--- src/rtl/io_port_pkg.sv ---
// Shared definitions for the io_port GPIO block: register word addresses.
package io_port_pkg;

    localparam logic [2:0] ADDR_OUT     = 3'd0;
    localparam logic [2:0] ADDR_DIR     = 3'd1;
    localparam logic [2:0] ADDR_IN      = 3'd2;
    localparam logic [2:0] ADDR_EVENT   = 3'd3;
    localparam logic [2:0] ADDR_RISE_EN = 3'd4;
    localparam logic [2:0] ADDR_FALL_EN = 3'd5;
    localparam logic [2:0] ADDR_IRQ_EN  = 3'd6;

endpackage

--- src/rtl/io_sync.sv ---
// Per-bit two-flop synchronizer for asynchronous pin inputs.
module io_sync #(
    parameter int WIDTH = 8
) (
    input  logic             clk,
    input  logic             rst_n,
    input  logic [WIDTH-1:0] d,
    output logic [WIDTH-1:0] q
);

    logic [WIDTH-1:0] meta_q;
    logic [WIDTH-1:0] sync_q;

    // NOTE: flops use non-blocking assignments so both stages sample the old values on the same edge.
    always_ff @(posedge clk or negedge rst_n) begin
        if (!rst_n) begin
            meta_q <= '0;
            sync_q <= '0;
        end else begin
            meta_q <= d;
            sync_q <= meta_q;
        end
    end

    assign q = sync_q;

endmodule

--- src/rtl/io_port.sv ---
// Memory-mapped GPIO port: output/direction registers, synchronized inputs,
// edge-detect event latches with write-1-to-clear, and a registered interrupt.
module io_port
    import io_port_pkg::*;
#(
    parameter int DATA_WIDTH = 32,
    parameter int PORT_WIDTH = 8
) (
    input  logic                  i_Clock,
    input  logic                  i_Reset,
    input  logic [2:0]            i_Addr,
    input  logic                  i_WrEnable,
    input  logic [DATA_WIDTH-1:0] i_WrData,
    output logic [DATA_WIDTH-1:0] o_RdData,
    input  logic [PORT_WIDTH-1:0] i_PinIn,
    output logic [PORT_WIDTH-1:0] o_PinOut,
    output logic [PORT_WIDTH-1:0] o_PinOe,
    output logic                  o_Irq
);

    logic [PORT_WIDTH-1:0] out_q,     out_d;
    logic [PORT_WIDTH-1:0] dir_q,     dir_d;
    logic [PORT_WIDTH-1:0] event_q,   event_d;
    logic [PORT_WIDTH-1:0] rise_en_q, rise_en_d;
    logic [PORT_WIDTH-1:0] fall_en_q, fall_en_d;
    logic [PORT_WIDTH-1:0] irq_en_q,  irq_en_d;
    logic [PORT_WIDTH-1:0] prev_q,    prev_d;
    logic                  irq_q,     irq_d;

    logic [PORT_WIDTH-1:0] in_sync;
    logic [PORT_WIDTH-1:0] wr_val;
    logic [PORT_WIDTH-1:0] rise;
    logic [PORT_WIDTH-1:0] fall;
    logic [PORT_WIDTH-1:0] set_mask;
    logic [PORT_WIDTH-1:0] clr_mask;
    logic [PORT_WIDTH-1:0] rd_val;
    logic                  unused_wr_data;

    io_sync #(
        .WIDTH (PORT_WIDTH)
    ) u_sync (
        .clk   (i_Clock),
        .rst_n (i_Reset),
        .d     (i_PinIn),
        .q     (in_sync)
    );

    // Upper write-data bits beyond the pin count carry no meaning here.
    assign unused_wr_data = ^{1'b0, i_WrData};
    assign wr_val         = i_WrData[PORT_WIDTH-1:0];

    assign rise     = in_sync & ~prev_q;
    assign fall     = ~in_sync & prev_q;
    assign set_mask = (rise & rise_en_q) | (fall & fall_en_q);

    // NOTE: every always_comb output gets a default first so no latch is inferred.
    always_comb begin
        out_d     = out_q;
        dir_d     = dir_q;
        rise_en_d = rise_en_q;
        fall_en_d = fall_en_q;
        irq_en_d  = irq_en_q;
        clr_mask  = '0;
        if (i_WrEnable) begin
            case (i_Addr)
                ADDR_OUT:     out_d     = wr_val;
                ADDR_DIR:     dir_d     = wr_val;
                ADDR_EVENT:   clr_mask  = wr_val;
                ADDR_RISE_EN: rise_en_d = wr_val;
                ADDR_FALL_EN: fall_en_d = wr_val;
                ADDR_IRQ_EN:  irq_en_d  = wr_val;
                default:      ;
            endcase
        end
        // A new edge on the same cycle as a clear keeps the bit set.
        event_d = (event_q & ~clr_mask) | set_mask;
        prev_d  = in_sync;
        irq_d   = |(event_q & irq_en_q);
    end

    always_ff @(posedge i_Clock or negedge i_Reset) begin
        if (!i_Reset) begin
            out_q     <= '0;
            dir_q     <= '0;
            event_q   <= '0;
            rise_en_q <= '0;
            fall_en_q <= '0;
            irq_en_q  <= '0;
            prev_q    <= '0;
            irq_q     <= 1'b0;
        end else begin
            out_q     <= out_d;
            dir_q     <= dir_d;
            event_q   <= event_d;
            rise_en_q <= rise_en_d;
            fall_en_q <= fall_en_d;
            irq_en_q  <= irq_en_d;
            prev_q    <= prev_d;
            irq_q     <= irq_d;
        end
    end

    always_comb begin
        rd_val = '0;
        case (i_Addr)
            ADDR_OUT:     rd_val = out_q;
            ADDR_DIR:     rd_val = dir_q;
            ADDR_IN:      rd_val = in_sync;
            ADDR_EVENT:   rd_val = event_q;
            ADDR_RISE_EN: rd_val = rise_en_q;
            ADDR_FALL_EN: rd_val = fall_en_q;
            ADDR_IRQ_EN:  rd_val = irq_en_q;
            default:      rd_val = '0;
        endcase
    end

    always_comb begin
        o_RdData                 = '0;
        o_RdData[PORT_WIDTH-1:0] = rd_val;
    end

    assign o_PinOut = out_q;
    assign o_PinOe  = dir_q;
    assign o_Irq    = irq_q;

endmodule

--- config.mk ---
export PLATFORM = sky130hd
export DESIGN_NAME = io_port
export DESIGN_NICKNAME = d
export VERILOG_FILES = /design/src/rtl/io_port_pkg.sv /design/src/rtl/io_sync.sv /design/src/rtl/io_port.sv
export SDC_FILE = /design/constraint.sdc
export NUM_CORES = 1
export LEC_CHECK = 0
export CAP_MARGIN = 40
export CORE_ASPECT_RATIO = 1.5
export CORE_MARGIN = 3
export CORE_UTILIZATION = 48
export DETAILED_ROUTE_END_ITERATION = 10
export GPL_ROUTABILITY_DRIVEN = 1
export GPL_TIMING_DRIVEN = 0
export MAX_ROUTING_LAYER = met4
export PLACE_DENSITY = 0.8
export SLEW_MARGIN = 20
export SYNTH_ARGS = -nofsm -noshare
export SYNTH_HDL_FRONTEND = slang
export SYNTH_SLANG_ARGS = --single-unit
--- constraint.sdc ---
create_clock -name i_Clock -period 2.8 [get_ports i_Clock]
set_input_delay 0.84 -clock i_Clock [delete_from_list [all_inputs] [get_ports i_Clock]]
set_output_delay 0.84 -clock i_Clock [all_outputs]
set_load 0.02 [all_outputs]
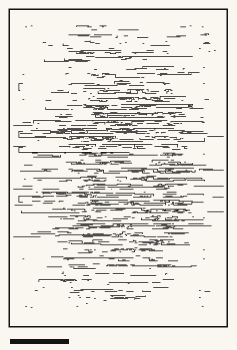
(run_1/layer_met1.png)
Bar = 20 µm.
share of all routed wire: 38%
main direction: horizontal
wire length on this layer: 2930 µm
GR Util met1: 0.242
via count: 2311
WL final: 7650 µm

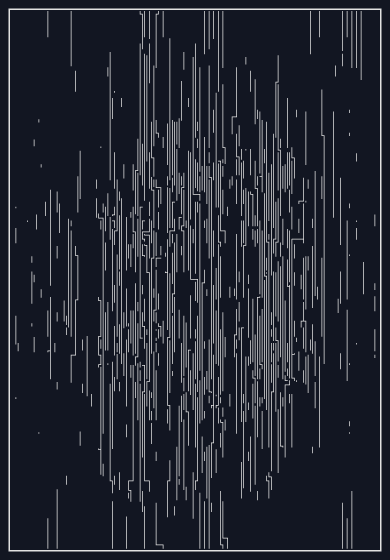
(run_1/layer_met2.png)
longest straight run: 45.6 µm
main direction: vertical
nets with wire on the layer: 319
share of all routed wire: 53%
wire length on this layer: 4040 µm
met2 Track Usage GR: 0.346

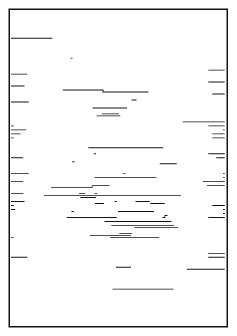
(run_1/layer_met3.png)
nets with wire on the layer: 58
share of all routed wire: 6.6%
wire length on this layer: 508 µm
longest straight run: 46.5 µm
main direction: horizontal
met3 Usage GRT: 0.0626

==> flow_summary.json, run 1 <==
{
  "status": "finished with violations",
  "violations": "setup timing",
  "drtIter0Drc": 184,
  "cts.path.max_buffers": 2,
  "grt_max_degree": 52,
  "fin_skew_ns": 0.00888,
  "antenna_found_initial": 0,
  "drc": 0,
  "pwr-share-clk": 0.312,
  "slew-limit-headroom": 0.568,
  "p_sw_frac": 0.284,
  "ant_nets": 0,
  "top_area_cell": "dfrtp_1",
  "seqPwrFrac": 0.452,
  "yosysTopAreaCellShare": 0.550,
  "ys_cells": 259,
  "fp-row-count": 36,
  "grt_pass1_vias": 2475,
  "synth_flops": 73,
  "insertedDiodeCount": 0,
  "drive_gt1_frac": 0.364,
  "area_delta_synth_final_pct": 30.5,
  "fin_ws_ns": -0.0315,
  "ir_worst_vdd_mv": 0.486,
  "path_max_fanout": 6,
  "post-cts-setup-buffers": 5,
  "core_area_um2": 6620,
  "dpl_cell_area_um2": 3970,
  "max_cap_violations": 0,
  "insertion_delay_ns": 0.34,
  "cts_hold_buf": 0,
  "gp_congestion": 0.827,
  "p_comb_frac": 0.237,
  "syn_area_um2": 3320,
  "path_clk_slew_ns": 0.07,
  "cts_tree": "yes",
  "area_leaders": "dfrtp_1 (55%), mux2_2 (15%), buf_4 (5.9%)",
  "power.density_nw_per_um2": 691,
  "path_class": "in -> out",
  "cts_buffers": 9,
  "avgViaCountPerCell": 5.40,
  "p_switching_mw": 0.851,
  "period_used_share": 1.01,
  "drt-wirelength-per-cell_um": 17.9,
  "syn_avg_cell_area_um2": 12.8,
  "portBuffers": 44,
  "syn_inst": 259,
  "hpwl_um": 4980,
  "pre_cts_slack_ns": -0.981,
  "final_design_area_no_fill_um2": 4340,
  "cp_data_arrival_time_ns": 1.99,
  "cts.sinks": 73,
  "firstDrtPassIters": 4,
  "yosys_warnings": 0,
  "yosys_area_um2": 3320,
  "grt_first_pass_wirelength_um": 12400,
  "overflow": 0,
  "warnings": 52,
  "hold_violations": 0,
  "pin_count": 95,
  "rsz0062_at_grt": "yes",
  "chip_area_um2": 7980,
  "die_height_um": 108,
  "final_max_slew_viol_count": 0,
  "r2r_slack_ns": 1.87,
  "root_buffer": "clkbuf_8",
  "required_ns": 1.96,
  "setup_viol_count_final": 1,
  "min_period_ns": 2.83,
  "endpoint_kind": "output pin",
  "leakage_nw": 1.96,
  "ys_seq_frac": 0.550
}
run 1: cells in the final DEF, fill, tap and decap left out, types with 2 or more instances in the layout:
cell	netlist	final
conb_1	1	24
mux2_2	43	41
nand3_1	2	2
a222oi_1	6	6
buf_6	6	6
o211ai_1	8	8
nand3b_1	9	9
and3_1	2	2
nand2_1	17	17
bufinv_16	0	2
a22oi_2	0	2
buf_4	26	39
clkbuf_8	0	11
mux2_4	3	5
nand2b_4	2	2
clkinv_2	0	2
nand4b_1	2	2
buf_12	0	2
o21ai_0	17	16
o21ai_1	5	6
a22oi_1	10	8
buf_2	2	5
dfrtp_1	73	73
mux2i_1	3	3
inv_1	8	8
clkdlybuf4s50_1	0	34
run 1: flip-flops by register name, indices dropped and copies added, names as in the netlist:
register,cells
o_Irq,1
o_PinOut,8
irq_en_q,8
fall_en_q,8
u_sync.meta_q,8
rise_en_q,8
prev_q,8
event_q,8
u_sync.q,8
o_PinOe,8
run 1: power by group through the flow:
stage               clock network (mW)  logic (mW)  registers, mW
global route                     0.998       0.765           1.37
floorplan                            0       0.359           1.39
finish                           0.933       0.709           1.35
CTS                              0.946       0.696           1.35
detailed placement                   0       0.687           1.37
global placement                     0       0.667           1.36
run 1: worst max-delay path: stages:
cell and delay, ns:
buf_12 0.09, buf_4 0.12, mux2_2 0.33, a222oi_1 0.28, o21ai_1 0.15, buf_4 0.18
run 1: cell type report:
type                       instances  area, µm²
fill                             506       2290
sequential                        73       1830
multi-input combinational        166       1310
timing repair buffer              55        537
buffer                            34        304
clock buffer                      11        151
tap                               76       95.1
clock inverter                     5       77.6
inverter                           8       30.0
run 1: metal layers:
metal	track usage	share of wire	up-vias
li1	-	-	1062
met1	0.242	0.38	1139
met2	0.346	0.53	94
met3	0.0626	0.066	16
met4	0.108	0.023	0
met5	-	0	-
run 1: cells by family (layout without fill, tap and decap cells):
family                 after synthesis  in the layout  synth area share
flip-flops                          73             73             0.550
AND-OR/OR-AND                       50             50             0.102
multiplexers                        49             49             0.168
AND/OR/NAND/NOR                     43             43            0.0866
buffers and inverters               43            113            0.0922
other                                1             24           0.00113
run 1: cell usage after synthesis (all sizes together):
cell type  number
nand2          17
o21a            1
nand4           1
a221oi          1
nand3b          9
dfrtp          73
mux2           46
a222oi          6
nand4b          2
nand3           3
nor3b           1
nand2b          2
nor2b           1
and3            2
conb            1
o21ai          22
mux2i           3
a22oi          10
and3b           1
nor3            1
buf            35
o221ai          2
inv             8
o211ai          8
nor2            3
run 1: worst paths after layout:
kind,start,end,cells past startpoint
max,i_Addr[2],o_RdData[6],6
min,u_sync.meta_q[3],u_sync.q[3],0
max reg2reg,event_q[4],o_Irq,2
min reg2reg,u_sync.meta_q[3],u_sync.q[3],0
max in group asynchronous,i_Reset,u_sync.meta_q[5],2
min in group asynchronous,i_Reset,event_q[6],1
run 1: metrics by stage:
step                hold WS, ns   util  instances  setup TNS, ns  total power, mW
global route              0.358  0.655        428         -0.182             3.14
floorplan                 0.331      -        282              0             1.75
global placement          0.334  0.596        402        -118.60             2.03
CTS                       0.348  0.646        424      -0.000218             2.99
detailed placement        0.335  0.600        403          -7.18             2.06
finish                    0.348  0.655        428        -0.0315             3.00
## Run 2: what changed since run 1
- ABC_AREA: unset -> 1
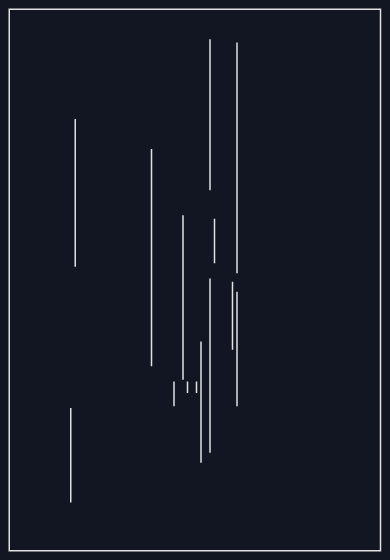
(run_2/layer_met4.png)
nets with wire on the layer: 11
share of all routed wire: 3.5%
via count: 3032
WL final: 9170 µm

==> run 2 against run 1 <==
  * The run now ends clean
  * Clock skew down 0.0037 ns
  * Utilization decreased by 0.92 points
  * Via count increased by 31%
  * Global-route usage increased by 2.9 points
  * Count of clock-buffer cells in the layout unchanged
  * Flip-flop count unchanged
  * Die size rose by 4.8%
  * Critical endpoint is now o_RdData[1]
==> flow_summary.json, run 2 <==
{
  "status": "completed",
  "reg2reg_from": "event_q[4]",
  "drtIter0Drc": 185,
  "min_from": "u_sync.meta_q[2]",
  "cts_buffers": 9,
  "mostFrequentLayoutCells": "nand2_1 (121), dfrtp_1 (73), buf_4 (44)",
  "fill_cells": 621,
  "yosysTopAreaCellShare": 0.523,
  "max_stage_delay_ns": 0.21,
  "firstDrtPassIters": 4,
  "power.density_nw_per_um2": 606,
  "crit_slowest_cell": "buf_4",
  "yosys_area_um2": 3500,
  "top_area_cell": "dfrtp_1",
  "avgViaCountPerCell": 4.98,
  "power_mw": 2.73,
  "post-route-util": 0.646,
  "cts.sinks": 73,
  "syn_avg_cell_area_um2": 8.46,
  "core_area_um2": 6990,
  "die_height_um": 111,
  "path_max_fanout": 10,
  "gp_congestion": 0.965,
  "async_flop_share": 1.00,
  "lay_top_count": "nand2_1",
  "yosys_warnings": 0,
  "path_clk_slew_ns": 0.07,
  "ys_seq_frac": 0.523,
  "warnings": 50,
  "pin_count": 95,
  "ir_worst_vdd_mv": 0.445,
  "holdPathEnd": "u_sync.q[2]",
  "root_buffer": "clkbuf_8",
  "leakage_nw": 2.27,
  "setup_viol_count_final": 0,
  "ant_nets": 0,
  "insertedDiodeCount": 0,
  "reg2regPathDepth": 3,
  "final_max_slew_viol_count": 0,
  "synth_flops": 73
}
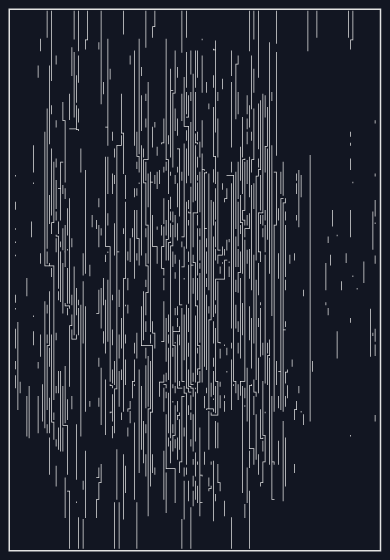
(run_2/layer_met2.png)
share of all routed wire: 49%
nets with wire on the layer: 402
wire length on this layer: 4520 µm
main direction: vertical
met2 Track Usage GR: 0.366

## run 2: layout make-up
cell class,count,area [µm²],area share
sequential,73,1830,0.405
multi-input combinational,297,1400,0.309
timing repair buffer,59,564,0.125
buffer,40,318,0.0704
clock buffer,11,151,0.0335
tap,97,121,0.0269
inverter,27,106,0.0236
clock inverter,5,30.0,0.00665
## run 2: timing repair
item / in CTS / in global routing
cloned: 2 / 0
endpoints found under the setup margin: 8 / 8
resized: 52 / 14
pin swaps: 3 / 2
buffers inserted: 11 / 1
## run 2: critical path, delay by kind of cell
family / cells / cell delay, ns
AND/OR/NAND/NOR: 4 / 0.29
buffers and inverters: 5 / 0.75
## run 2: logic make-up after synthesis
| family | share of synthesized area |
|---|---|
| buf+inv | 0.112 |
| other cells | 0.00107 |
| simple gates | 0.296 |
| compound gates | 0.0687 |
| flops | 0.523 |
## run 2: layer usage
| metal | share of wire | vias to the layer above | routed length, µm | GRT usage |
|---|---|---|---|---|
| met2 | 0.49 | 128 | 4520 | 0.366 |
| met1 | 0.42 | 1391 | 3820 | 0.319 |
| met3 | 0.056 | 33 | 515 | 0.0546 |
| li1 | - | 1480 | - | - |
| met5 | 0 | - | 0 | - |
| met4 | 0.035 | 0 | 318 | 0.0992 |
## run 2: stage by stage
stage                     area (µm²)  hold WS [ns]  setup TNS [ns]  cells  setup slack, ns
after floorplan                 3580         0.331               0    436            0.261
after global placement          4150         0.334         -114.74    578            -1.48
after detailed placement        4180         0.335           -6.79    579           -0.876
after CTS                       4490         0.351               0    608          0.00446
after global routing            4510         0.356               0    609           0.0117
final                           4510         0.350               0    609           0.0825
## run 2: how the worst max path moves through the flow
stage | start | to | cells after the start
4_1_cts | i_Addr[1] | o_RdData[5] | 9
3_3_place_gp | i_Reset | u_sync.meta_q[0] | 1
6_report | i_Addr[2] | o_RdData[1] | 9
5_1_grt | i_Addr[2] | o_RdData[0] | 9
2_1_floorplan | i_Addr[2] | o_RdData[0] | 8
3_5_place_dp | i_Addr[1] | o_RdData[7] | 9
## run 2: power by group
part / total, mW / internal [mW] / switching, mW
logic: 0.655 / 0.283 / 0.372
clock network: 0.753 / 0.364 / 0.389
registers: 1.33 / 1.20 / 0.125
total: 2.73 / 1.85 / 0.886
Power and IR drop assume default switching activity.
